### src/rtl/audio_tone_gen.sv
// Stereo square-wave tone generator with a load/ready note handshake and per-channel volume.
// Optional build macro TONE_GEN_FADE_EN: fades volume in and out with mute instead of cutting it hard.
module audio_tone_gen #(
    parameter int          DIV_W    = 22,
    parameter logic [15:0] AMP_STEP = 16'h0FFF
) (
    input  logic             clk,
    input  logic             rst,
    input  logic [DIV_W-1:0] note_div_left,
    input  logic [DIV_W-1:0] note_div_right,
    input  logic [2:0]       vol,
    input  logic             mute,
    input  logic             load,
    output logic             ready,
    output logic [15:0]      audio_left,
    output logic [15:0]      audio_right
);

    // Index 0 is the left channel, index 1 is the right channel.
    logic [DIV_W-1:0] div_q      [2];
    logic [DIV_W-1:0] cnt_q      [2];
    logic             phase_q    [2];
    logic [2:0]       vol_q      [2];
    logic             pend_q     [2];
    logic [DIV_W-1:0] pend_div_q [2];
    logic [2:0]       pend_vol_q;

    logic [DIV_W-1:0] div_d      [2];
    logic [DIV_W-1:0] cnt_d      [2];
    logic             phase_d    [2];
    logic [2:0]       vol_d      [2];
    logic             pend_d     [2];
    logic [DIV_W-1:0] pend_div_d [2];
    logic [2:0]       pend_vol_d;
    logic             ready_d;

    logic [DIV_W-1:0] note_div [2];
    logic [2:0]       vol_eff  [2];
    logic [15:0]      amp      [2];
    logic [15:0]      sample   [2];
    logic             capture;

    assign capture     = load & ready;
    assign note_div[0] = note_div_left;
    assign note_div[1] = note_div_right;

    // A pending update lands on the first toggle after capture, or straight away on a silent channel.
    always_comb begin
        pend_vol_d = capture ? vol : pend_vol_q;
        for (int ch = 0; ch < 2; ch++) begin
            div_d[ch]      = div_q[ch];
            cnt_d[ch]      = cnt_q[ch];
            phase_d[ch]    = phase_q[ch];
            vol_d[ch]      = vol_q[ch];
            pend_d[ch]     = pend_q[ch];
            pend_div_d[ch] = pend_div_q[ch];

            if (div_q[ch] == '0) begin
                cnt_d[ch]   = '0;
                phase_d[ch] = 1'b0;
                if (pend_q[ch]) begin
                    div_d[ch]   = pend_div_q[ch];
                    vol_d[ch]   = pend_vol_q;
                    phase_d[ch] = (pend_div_q[ch] != '0);
                    pend_d[ch]  = 1'b0;
                end
            end else if (cnt_q[ch] == div_q[ch] - DIV_W'(1)) begin
                cnt_d[ch]   = '0;
                phase_d[ch] = ~phase_q[ch];
                if (pend_q[ch]) begin
                    div_d[ch]  = pend_div_q[ch];
                    vol_d[ch]  = pend_vol_q;
                    pend_d[ch] = 1'b0;
                    if (pend_div_q[ch] == '0)
                        phase_d[ch] = 1'b0;
                end
            end else begin
                cnt_d[ch] = cnt_q[ch] + DIV_W'(1);
            end

            if (capture) begin
                pend_d[ch]     = 1'b1;
                pend_div_d[ch] = note_div[ch];
            end
        end
        ready_d = capture ? 1'b0 : ~(pend_d[0] | pend_d[1]);
    end

    always_ff @(posedge clk) begin
        if (rst) begin
            for (int ch = 0; ch < 2; ch++) begin
                div_q[ch]      <= '0;
                cnt_q[ch]      <= '0;
                phase_q[ch]    <= 1'b0;
                vol_q[ch]      <= '0;
                pend_q[ch]     <= 1'b0;
                pend_div_q[ch] <= '0;
            end
            pend_vol_q <= '0;
            ready      <= 1'b1;
        end else begin
            for (int ch = 0; ch < 2; ch++) begin
                div_q[ch]      <= div_d[ch];
                cnt_q[ch]      <= cnt_d[ch];
                phase_q[ch]    <= phase_d[ch];
                vol_q[ch]      <= vol_d[ch];
                pend_q[ch]     <= pend_d[ch];
                pend_div_q[ch] <= pend_div_d[ch];
            end
            pend_vol_q <= pend_vol_d;
            ready      <= ready_d;
        end
    end

`ifdef TONE_GEN_FADE_EN
    logic [15:0] presc_q;
    logic [2:0]  fade_q   [2];
    logic [2:0]  fade_tgt [2];

    always_comb begin
        for (int ch = 0; ch < 2; ch++) begin
            fade_tgt[ch] = mute ? 3'd0 : vol_q[ch];
            vol_eff[ch]  = fade_q[ch];
        end
    end

    // Effective volume creeps one level per prescaler wrap toward the mute-dependent target.
    always_ff @(posedge clk) begin
        if (rst) begin
            presc_q   <= '0;
            fade_q[0] <= '0;
            fade_q[1] <= '0;
        end else begin
            presc_q <= presc_q + 16'd1;
            if (presc_q == 16'hFFFF) begin
                for (int ch = 0; ch < 2; ch++) begin
                    if (fade_q[ch] < fade_tgt[ch])
                        fade_q[ch] <= fade_q[ch] + 3'd1;
                    else if (fade_q[ch] > fade_tgt[ch])
                        fade_q[ch] <= fade_q[ch] - 3'd1;
                end
            end
        end
    end
`else
    always_comb begin
        for (int ch = 0; ch < 2; ch++)
            vol_eff[ch] = mute ? 3'd0 : vol_q[ch];
    end
`endif

    always_comb begin
        for (int ch = 0; ch < 2; ch++) begin
            amp[ch] = AMP_STEP * {13'd0, vol_eff[ch]};
            if (div_q[ch] == '0 || vol_eff[ch] == 3'd0)
                sample[ch] = 16'h0000;
            else if (phase_q[ch])
                sample[ch] = amp[ch];
            else
                sample[ch] = ~amp[ch] + 16'd1;
        end
    end

    always_ff @(posedge clk) begin
        if (rst) begin
            audio_left  <= 16'h0000;
            audio_right <= 16'h0000;
        end else begin
            audio_left  <= sample[0];
            audio_right <= sample[1];
        end
    end

endmodule

### config.mk
export PLATFORM = sky130hd
export DESIGN_NAME = audio_tone_gen
export DESIGN_NICKNAME = d
export VERILOG_FILES = /design/src/rtl/audio_tone_gen.sv
export SDC_FILE = /design/constraint.sdc
export NUM_CORES = 1
export LEC_CHECK = 0
export ABC_CLOCK_PERIOD_IN_PS = 8600
export CAP_MARGIN = 0
export CELL_PAD_IN_SITES_DETAIL_PLACEMENT = 1
export CELL_PAD_IN_SITES_GLOBAL_PLACEMENT = 1
export CORE_ASPECT_RATIO = 0.8
export CORE_MARGIN = 2
export CORE_UTILIZATION = 47
export CTS_CLUSTER_DIAMETER = 100
export DETAILED_ROUTE_END_ITERATION = 10
export PLACE_DENSITY = 0.93
export SYNTH_ARGS = -nofsm -noshare
export SYNTH_HDL_FRONTEND = slang
export SYNTH_SLANG_ARGS = --single-unit
### constraint.sdc
create_clock -name clk -period 8.6 [get_ports clk]
set_input_delay 1.72 -clock clk [delete_from_list [all_inputs] [get_ports clk]]
set_output_delay 1.72 -clock clk [all_outputs]
set_load 0.005 [all_outputs]
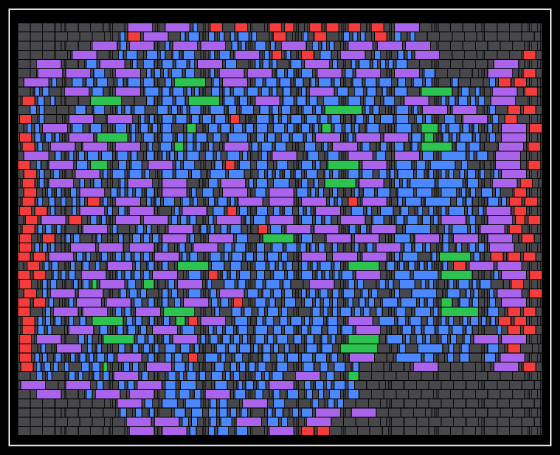
(cell classes on the final placement)
Fill, decap, tap and diode cells in grey.
[green] clock drivers and dummy loads | cells: 32
[blue] all other logic | cells: 855
[red] other buffers and delay cells | cells: 94
[purple] flip-flops | cells: 178
Util after Layout: 56.3%
Cell Rows: 45

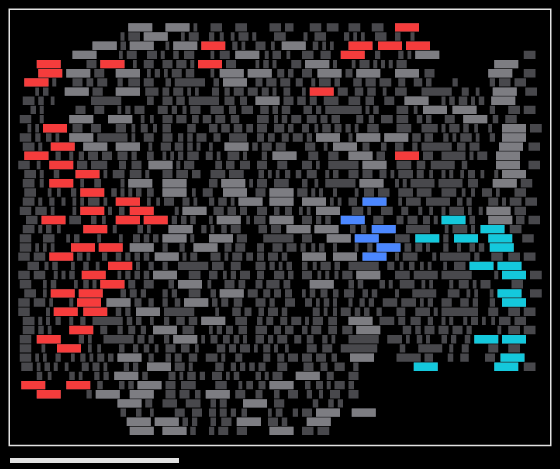
(where the registers sit)
The bar under the picture is 50 µm long. Other sequential cells in the stronger grey, the rest of the logic in the fainter grey.
[red] pend_div_q | sequential cells: 44
[blue] vol_q | sequential cells: 6
[cyan] audio_right | sequential cells: 16
flop share of the area: 33.3%
Register Area: 3560 µm²
Seq power: 992 µW

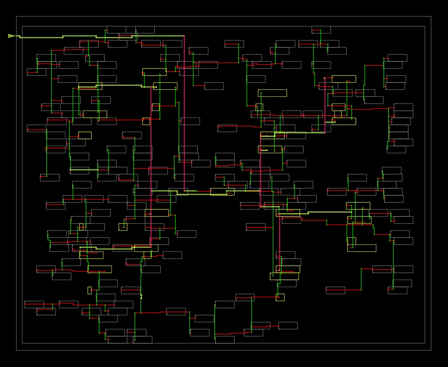
(clock routing)
Fin Clk Skew: 0.00710 ns
Clock group: 816 µW
CTS buffer count: 17
Clk Latency, worst-skew pair: 0.43 ns
clock buffers: 21

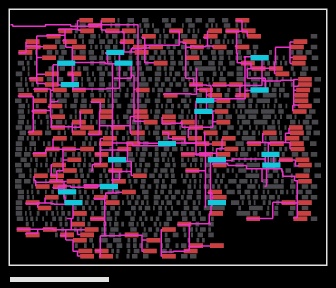
(routed clock nets over the placement)
The bar under the picture is 50 µm long.
[cyan] cells driving clock nets | count: 17
[red] flip-flops | count: 178
[magenta] clock wires | length: 2230 µm
flops lie: widely spread
routed clock nets: 18
clock share of power: 29.1%

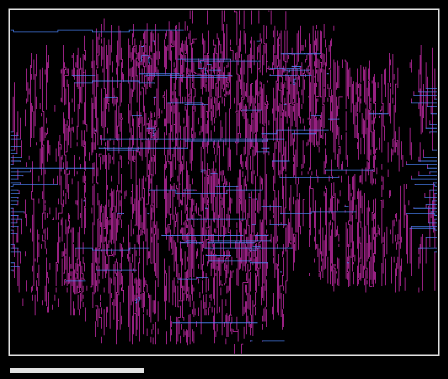
(signal wires by layer)
The bar under the picture is 50 µm long. Only two layers are drawn.
[blue] met3 | wire length: 1280 µm
[magenta] met2 | wire length: 13000 µm

[metrics by stage]
step | total power, µW | std cells | util, %
detailed placement | 1960 | 1385 | 53.1
finish | 2800 | 1417 | 56.3
global placement | 1910 | 1385 | 53.1
floorplan | 1670 | 1100 | -
CTS | 2790 | 1417 | 56.3
global route | 2940 | 1417 | 56.3
[cells in the final DEF (no fill, tap or decap), drive strengths merged, types with 6 or more instances in the layout]
| cell type | count |
|---|---|
| dfxtp | 178 |
| nand2 | 148 |
| a21oi | 89 |
| clkdlybuf4s50 | 82 |
| nor2 | 76 |
| xor2 | 68 |
| nor3 | 53 |
| nand3 | 53 |
| xnor2 | 40 |
| inv | 35 |
| o21ai | 31 |
| nor4 | 28 |
| ha | 24 |
| clkbuf | 21 |
| a31o | 18 |
| and4 | 18 |
| nand4 | 17 |
| and3 | 16 |
| a31oi | 12 |
| buf | 12 |
| nand2b | 11 |
| fa | 10 |
| or4 | 8 |
| nor3b | 7 |
| a32o | 6 |
[area by class of cell]
class	instances	share of cell area, %
flip-flops and latches	178	33.3
clock buffers	21	4.30
repair buffers	94	8.50
well taps	258	3.01
inverters	35	1.23
clock inverters	11	1.44
multi-input cells	820	48.3
[worst register-to-register path, delay by kind of cell (launching register included)]
| family | cells | cell delay (ns) |
|---|---|---|
| adder cells (fa/ha/maj) | 1 | 0.27 |
| AND/OR/NAND/NOR | 4 | 2.56 |
| buffers and inverters | 1 | 0.13 |
| flip-flops | 1 | 0.35 |
| AND-OR/OR-AND | 4 | 0.75 |
[how the worst max path moves through the flow]
stage / start / to / slack, ns
after global routing: mute / audio_left[14] / 2.87
after detailed placement: mute / audio_right[14] / 2.88
final: mute / audio_left[14] / 3.18
after floorplan: mute / audio_left[14] / 4.04
after CTS: mute / audio_left[14] / 3.30
after global placement: mute / audio_left[14] / 3.15
[kinds of logic (layout without fill, tap and decap cells)]
family,count (synthesis),count (layout),share of synthesized area (%)
simple gates,462,462,25.4
compound gates,214,214,15.0
flops,178,178,38.9
xor+xnor,108,108,10.3
buf+inv,102,161,4.69
fa+ha+maj,34,34,5.46
mux,2,2,0.218
[power breakdown]
group          switching, µW  total (µW)  internal [µW]
clock network            341         816            475
registers                101         992            891
logic                    659         992            333
[sequential cells by signal, indices dropped and copies added (netlist names)]
| register | cells |
|---|---|
| pend_q | 2 |
| phase_q | 2 |
| vol_q | 6 |
| pend_div_q | 44 |
| div_q | 44 |
| audio_right | 16 |
| audio_left | 16 |
| ready | 1 |
| cnt_q | 44 |
| pend_vol_q | 3 |
[routing by layer]
metal / vias to the layer above / track usage, %
met3: 50 / 4.77
met5: - / 0
met2: 224 / 45.9
met1: 4195 / 34.3
met4: 0 / 10.0
li1: 3973 / -
==> impl_metrics.csv <==
group,metric,value,unit
run_status,status,"finished clean",
timing,grt_setup_unrepaired,"false",
setup_path,critPathMaxFanout,7,
cts,cts_tree,"done",
grt,grt_max_degree,98,
worst_hold_path,worstHoldStart,"pend_div_q[0][24]",
logic_synthesis,synthArstFlopShare,0,%
setup_path,cp_slowest_cell,"nor4bb_1",
grt,grt_pass1_vias,8572,
setup_path,required,8.90,ns
route,wl_met2,13000,µm
setup_path,path_cells,"clkdlybuf4s50_1, nand2b_1, fa_1, inv_1, ha_1, inv_1, fa_1, nor4bb_1, nand2_1, nor2_1, nor3_1, a21o_1, o21ai_0, a21oi_1",
setup_path,ff2ff_setup_slack,4.38,ns
grt,grt_use_total,26.8,%
placement,dp_hpwl,18600,µm
cells_and_area,n_antenna_cell,0,
floorplanning,initial_core_util,48.2,%
route,dr_total_vias,8442,
setup_path,crit_cells,14,
logic_synthesis,ys.flop_type,"dfxtp_1",
setup_path,worst-r2r-cell-count,10,
timing,setup_viol,0,
run,warnings,42,
worst_hold_path,whs_path_depth,2,
route,final_antenna_net_count,0,
cells_and_area,num-nets-final,1231,
logic_synthesis,syn-num-nets,1185,
floorplanning,dieHeight,129,µm
logic_synthesis,yosys.area.top_type_share,38.9,%
placement,globalplace.congestion,0.897,
cells_and_area,syn_to_final_growth,16.9,%
Power figures rest on the tool's default switching activity, not on a simulated workload.
